===== config.mk =====
export PLATFORM = sky130hd
export DESIGN_NAME = operand_source_decoder
export DESIGN_NICKNAME = d
export VERILOG_FILES = /design/src/rtl/operand_pkg.sv /design/src/rtl/decode_skid_buffer.sv /design/src/rtl/operand_source_decoder.sv
export SDC_FILE = /design/constraint.sdc
export NUM_CORES = 1
export LEC_CHECK = 0
export CAP_MARGIN = 20
export CORE_UTILIZATION = 46
export DETAILED_ROUTE_END_ITERATION = 8
export PLACE_DENSITY = 0.73
export SYNTH_ARGS = -nofsm -noshare
export SYNTH_HDL_FRONTEND = slang
export SYNTH_SLANG_ARGS = --single-unit

===== constraint.sdc =====
create_clock -name clk -period 1.6 [get_ports clk]
set_input_delay 0.16 -clock clk [delete_from_list [all_inputs] [get_ports clk]]
set_output_delay 0.16 -clock clk [all_outputs]
set_load 0.01 [all_outputs]

===== src/rtl/operand_pkg.sv =====
// Operand-select codes, SPARC V8 field constants, decoded packet type and field decode.
// Latency: none (types, constants and a pure combinational function).
// Backpressure: not applicable.
package operand_pkg;

    localparam logic [3:0] IS_SETHI   = 4'b0000;
    localparam logic [3:0] IS_BRANCH  = 4'b0100;
    localparam logic [3:0] IS_CALL    = 4'b0110;
    localparam logic [3:0] IS_ALU_R   = 4'b1000;
    localparam logic [3:0] IS_ALU_I   = 4'b1001;
    localparam logic [3:0] IS_SHIFT_R = 4'b1010;
    localparam logic [3:0] IS_SHIFT_I = 4'b1011;
    localparam logic [3:0] IS_MEM_R   = 4'b1100;
    localparam logic [3:0] IS_MEM_I   = 4'b1101;
    localparam logic [3:0] IS_JMPL_R  = 4'b1110;
    localparam logic [3:0] IS_JMPL_I  = 4'b1111;

    localparam logic [1:0] OP_FMT2  = 2'b00;
    localparam logic [1:0] OP_CALL  = 2'b01;
    localparam logic [1:0] OP_ARITH = 2'b10;
    localparam logic [1:0] OP_MEM   = 2'b11;

    localparam logic [2:0] OP2_SETHI = 3'b100;
    localparam logic [2:0] OP2_BICC  = 3'b010;

    localparam logic [5:0] OP3_SLL  = 6'b100101;
    localparam logic [5:0] OP3_SRL  = 6'b100110;
    localparam logic [5:0] OP3_SRA  = 6'b100111;
    localparam logic [5:0] OP3_JMPL = 6'b111000;

    typedef struct packed {
        logic [3:0]  is_sel;
        logic [21:0] imm;
        logic [4:0]  rs1;
        logic [4:0]  rs2;
        logic [4:0]  rd;
        logic        illegal;
    } operand_pkt_t;

    localparam int PKT_W = $bits(operand_pkt_t);

    typedef enum logic [1:0] {
        OCC_EMPTY = 2'd0,
        OCC_ONE   = 2'd1,
        OCC_FULL  = 2'd2
    } occ_state_t;

    function automatic operand_pkt_t decode_operands(input logic [31:0] instr);
        operand_pkt_t pkt;
        logic [1:0]   op;
        logic [2:0]   op2;
        logic [5:0]   op3;
        logic         i_bit;
        op      = instr[31:30];
        op2     = instr[24:22];
        op3     = instr[24:19];
        i_bit   = instr[13];
        pkt     = '0;
        pkt.rd  = instr[29:25];
        pkt.rs1 = instr[18:14];
        pkt.rs2 = instr[4:0];
        // Format-3 immediate: simm13 sign-extended so imm[21] carries the sign.
        pkt.imm = {{9{instr[12]}}, instr[12:0]};
        case (op)
            OP_FMT2: begin
                pkt.rs1 = '0;
                pkt.rs2 = '0;
                if (op2 == OP2_SETHI) begin
                    pkt.is_sel = IS_SETHI;
                    pkt.imm    = instr[21:0];
                end else if (op2 == OP2_BICC) begin
                    pkt.is_sel = IS_BRANCH;
                    pkt.imm    = instr[21:0];
                end else begin
                    pkt.is_sel  = IS_SETHI;
                    pkt.imm     = '0;
                    pkt.illegal = 1'b1;
                end
            end
            OP_CALL: begin
                pkt.is_sel = IS_CALL;
                pkt.imm    = instr[21:0];
            end
            OP_ARITH: begin
                if (op3 == OP3_SLL || op3 == OP3_SRL || op3 == OP3_SRA)
                    pkt.is_sel = i_bit ? IS_SHIFT_I : IS_SHIFT_R;
                else if (op3 == OP3_JMPL)
                    pkt.is_sel = i_bit ? IS_JMPL_I : IS_JMPL_R;
                else
                    pkt.is_sel = i_bit ? IS_ALU_I : IS_ALU_R;
            end
            default: begin
                pkt.is_sel = i_bit ? IS_MEM_I : IS_MEM_R;
            end
        endcase
        return pkt;
    endfunction

endpackage


===== src/rtl/decode_skid_buffer.sv =====
// Two-entry skid buffer between decode and the operand2 handler stage.
// Latency: 1 cycle from accept to out_vld when empty or draining.
// Backpressure: registered in_rdy, low only when both entries are occupied.
module decode_skid_buffer
    import operand_pkg::*;
#(
    parameter int W = 8
) (
    input  logic         clk,
    input  logic         rst_n,
    input  logic         flush,
    input  logic         in_vld,
    input  logic [W-1:0] in_dat,
    output logic         in_rdy,
    output logic         out_vld,
    output logic [W-1:0] out_dat,
    input  logic         out_rdy
);

    occ_state_t   state_q, state_d;
    logic [W-1:0] ent0_q, ent0_d;
    logic [W-1:0] ent1_q, ent1_d;
    logic         in_rdy_q, in_rdy_d;
    logic         accept;
    logic         drain;

    always_ff @(posedge clk or negedge rst_n) begin
        if (!rst_n) begin
            state_q  <= OCC_EMPTY;
            ent0_q   <= '0;
            ent1_q   <= '0;
            in_rdy_q <= 1'b0;
        end else begin
            state_q  <= state_d;
            ent0_q   <= ent0_d;
            ent1_q   <= ent1_d;
            in_rdy_q <= in_rdy_d;
        end
    end

    always_comb begin
        state_d = state_q;
        ent0_d  = ent0_q;
        ent1_d  = ent1_q;
        accept  = in_vld && in_rdy_q && !flush;
        drain   = (state_q != OCC_EMPTY) && out_rdy && !flush;
        if (flush) begin
            state_d = OCC_EMPTY;
        end else begin
            case (state_q)
                OCC_EMPTY: begin
                    if (accept) begin
                        ent0_d  = in_dat;
                        state_d = OCC_ONE;
                    end
                end
                OCC_ONE: begin
                    if (accept && drain) begin
                        ent0_d = in_dat;
                    end else if (accept) begin
                        ent1_d  = in_dat;
                        state_d = OCC_FULL;
                    end else if (drain) begin
                        state_d = OCC_EMPTY;
                    end
                end
                OCC_FULL: begin
                    if (drain) begin
                        ent0_d  = ent1_q;
                        state_d = OCC_ONE;
                    end
                end
                default: state_d = OCC_EMPTY;
            endcase
        end
        // Ready is registered from the next occupancy, so it never depends on out_rdy combinationally.
        in_rdy_d = (state_d != OCC_FULL);
    end

    assign in_rdy  = in_rdy_q;
    assign out_vld = (state_q != OCC_EMPTY);
    assign out_dat = ent0_q;

endmodule


===== src/rtl/operand_source_decoder.sv =====
// Decodes SPARC V8 words into operand-select packets for the operand2 handler.
// Latency: 1 cycle through the skid buffer; backpressure via registered in_ready.
// Backpressure: in_ready drops only when two packets are waiting on out_ready.
module operand_source_decoder
    import operand_pkg::*;
(
    input  logic        clk,
    input  logic        rst_n,
    input  logic        in_valid,
    input  logic [31:0] in_instr,
    output logic        in_ready,
    input  logic        flush,
    output logic        out_valid,
    input  logic        out_ready,
    output logic [3:0]  out_is,
    output logic [21:0] out_imm,
    output logic [4:0]  out_rs1,
    output logic [4:0]  out_rs2,
    output logic [4:0]  out_rd,
    output logic        out_illegal
);

    operand_pkt_t dec_pkt;
    operand_pkt_t out_pkt;
    logic [PKT_W-1:0] buf_out_dat;

    always_comb begin
        dec_pkt = decode_operands(in_instr);
    end

    decode_skid_buffer #(
        .W (PKT_W)
    ) u_skid (
        .clk     (clk),
        .rst_n   (rst_n),
        .flush   (flush),
        .in_vld  (in_valid),
        .in_dat  (dec_pkt),
        .in_rdy  (in_ready),
        .out_vld (out_valid),
        .out_dat (buf_out_dat),
        .out_rdy (out_ready)
    );

    assign out_pkt     = operand_pkt_t'(buf_out_dat);
    assign out_is      = out_pkt.is_sel;
    assign out_imm     = out_pkt.imm;
    assign out_rs1     = out_pkt.rs1;
    assign out_rs2     = out_pkt.rs2;
    assign out_rd      = out_pkt.rd;
    assign out_illegal = out_pkt.illegal;

endmodule


Supply network:
The bar under the picture is 20 um long. Pins as bars on the die edge.
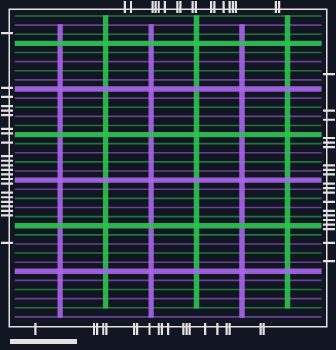
- VDD: green
- VSS: purple
- signal pins: 81
- rows: 33

Placement by cell class:
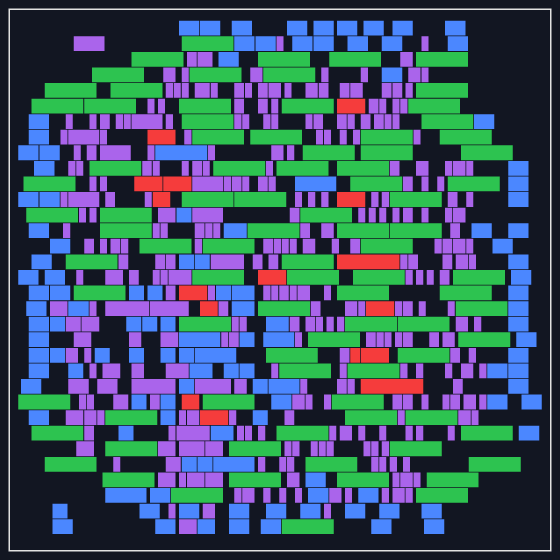
- all other logic: purple (cells 317; share of their area 31%)
- other buffers and delay cells: blue (cells 123; share of their area 23%)
- clock drivers and dummy loads: red (cells 16; share of their area 4.3%)
- flip-flops: green (cells 87; share of their area 41%)

Clock network drawn from the DEF:
The bar under the picture is 20 um long.
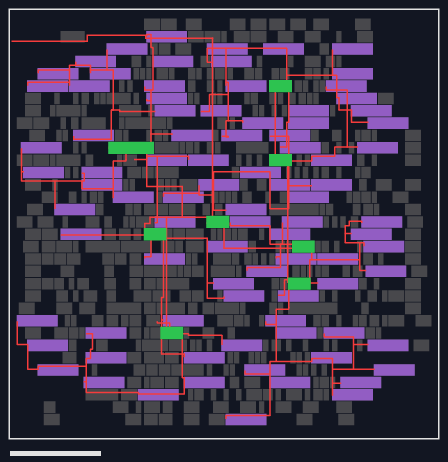
- flip-flops: purple (count 87)
- clock wires: red (length 1040 um)
- cells driving clock nets: green (count 9)
- flops lie: widely spread
- routed clock nets: 10

==> results.json <==
{
  "async_flop_share": 1.000,
  "p_comb_uw": 1600,
  "crit_end": "u_skid.out_dat[33]",
  "antenna_found_initial": 0,
  "critical_path.max_stage_delay_ns": 0.40,
  "synth-main-ff-cell": "dfrtp_1",
  "dp_slack_ns": -0.1862,
  "cp_top_family": "AND-OR/OR-AND gates",
  "grt_pass1_vias": 3358,
  "power_density_mw_per_mm2": 1170,
  "vias": 3537,
  "fin_nets": 575,
  "edf_count": 0,
  "max_slew_margin": 0.6843,
  "switching_share": 0.2909,
  "portBuffers": 80,
  "outcome": "complete, no violations",
  "layout_min_cycle_time_ns": 1.579,
  "drt-pass1-iter-count": 4,
  "cap_viol_max_count": 0,
  "fin_ws_ns": 0.02098,
  "p_clk_frac": 0.276,
  "dieArea_mm2": 0.008890,
  "reg2reg_from": "u_skid.state_q[0]",
  "required_ns": 1.87,
  "skew_ns": 0.006708,
  "synth.most_common_cell": "nand2_1",
  "ir_worst_vdd_v": 0.0006840,
  "yosys.area_share.xor_xnor": 0.004471,
  "num_rows": 33,
  "yosys-top-cells-count": "118 x nand2_1, 87 x dfrtp_1, 59 x nor2_1",
  "netlist_logic_family_top": "simple AND/OR/NAND/NOR gates",
  "avgViaCountPerCell": 5.458
}
Metal layers overlaid:
The bar under the picture is 20 um long.
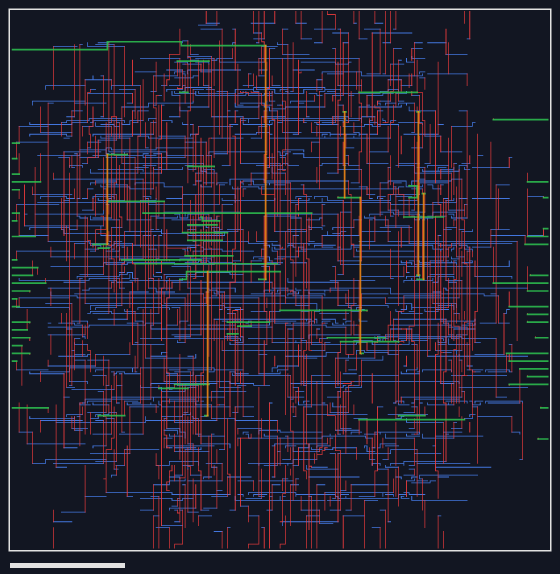
- met2: red (wire length 4930 um)
- met3: green (wire length 448 um)
- met4: orange (wire length 167 um)
- met1: blue (wire length 4380 um)

Clock wiring as the flow saved it:
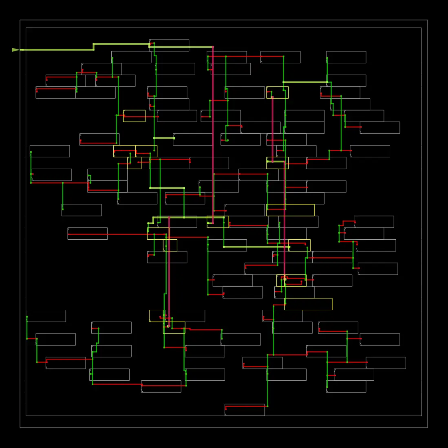
clock sink count: 87
clkbuf count: 10

-- routing by layer --
layer	track usage	part of all wire	vias up	routed length, um
met1	0.3079	0.44	1722	4384
met5	0	0	-	0
met4	0.08974	0.017	0	167
li1	-	-	1686	-
met3	0.02913	0.045	15	447
met2	0.3792	0.50	114	4934
-- per-stage QoR --
step	setup TNS, ns	cells	util	hold WS (ns)
final	0	648	0.6615	0.2692
after global routing	-0.2957	648	0.6615	0.3036
after detailed placement	-10.56	627	0.6141	0.1108
after global placement	-8.416	627	0.6141	0.1124
after floorplan	0	435	-	-0.1356
after CTS	-0.01360	645	0.6444	0.2727
-- timing repair --
| action | in CTS | in global routing |
|---|---|---|
| buffers inserted | 1 | 1 |
| setup endpoints to repair | 2 | 75 |
| cloned | 0 | 2 |
| hold endpoints to repair | 26 | 0 |
| pin swaps | 1 | 3 |
| hold buffers | 1 | 0 |
| gates resized | 2 | 20 |
-- layout make-up --
| type | instances | area (um2) |
|---|---|---|
| fill | 687 | 2781 |
| sequential | 87 | 2177 |
| multi-input combinational | 315 | 1650 |
| timing repair buffer | 123 | 1240 |
| clock buffer | 10 | 137.6 |
| tap | 105 | 131.4 |
| clock inverter | 6 | 91.34 |
| inverter | 2 | 7.507 |
-- how the worst min path moves through the flow --
stage,startpoint,to,slack [ns],cells past startpoint
6_report,rst_n,u_skid.ent1_q[40],0.27,2
5_1_grt,rst_n,u_skid.out_dat[40],0.30,2
4_1_cts,rst_n,u_skid.ent1_q[40],0.27,2
3_5_place_dp,rst_n,u_skid.ent1_q[40],0.11,1
3_3_place_gp,rst_n,u_skid.out_dat[40],0.11,1
2_1_floorplan,rst_n,u_skid.ent1_q[0],-0.14,0
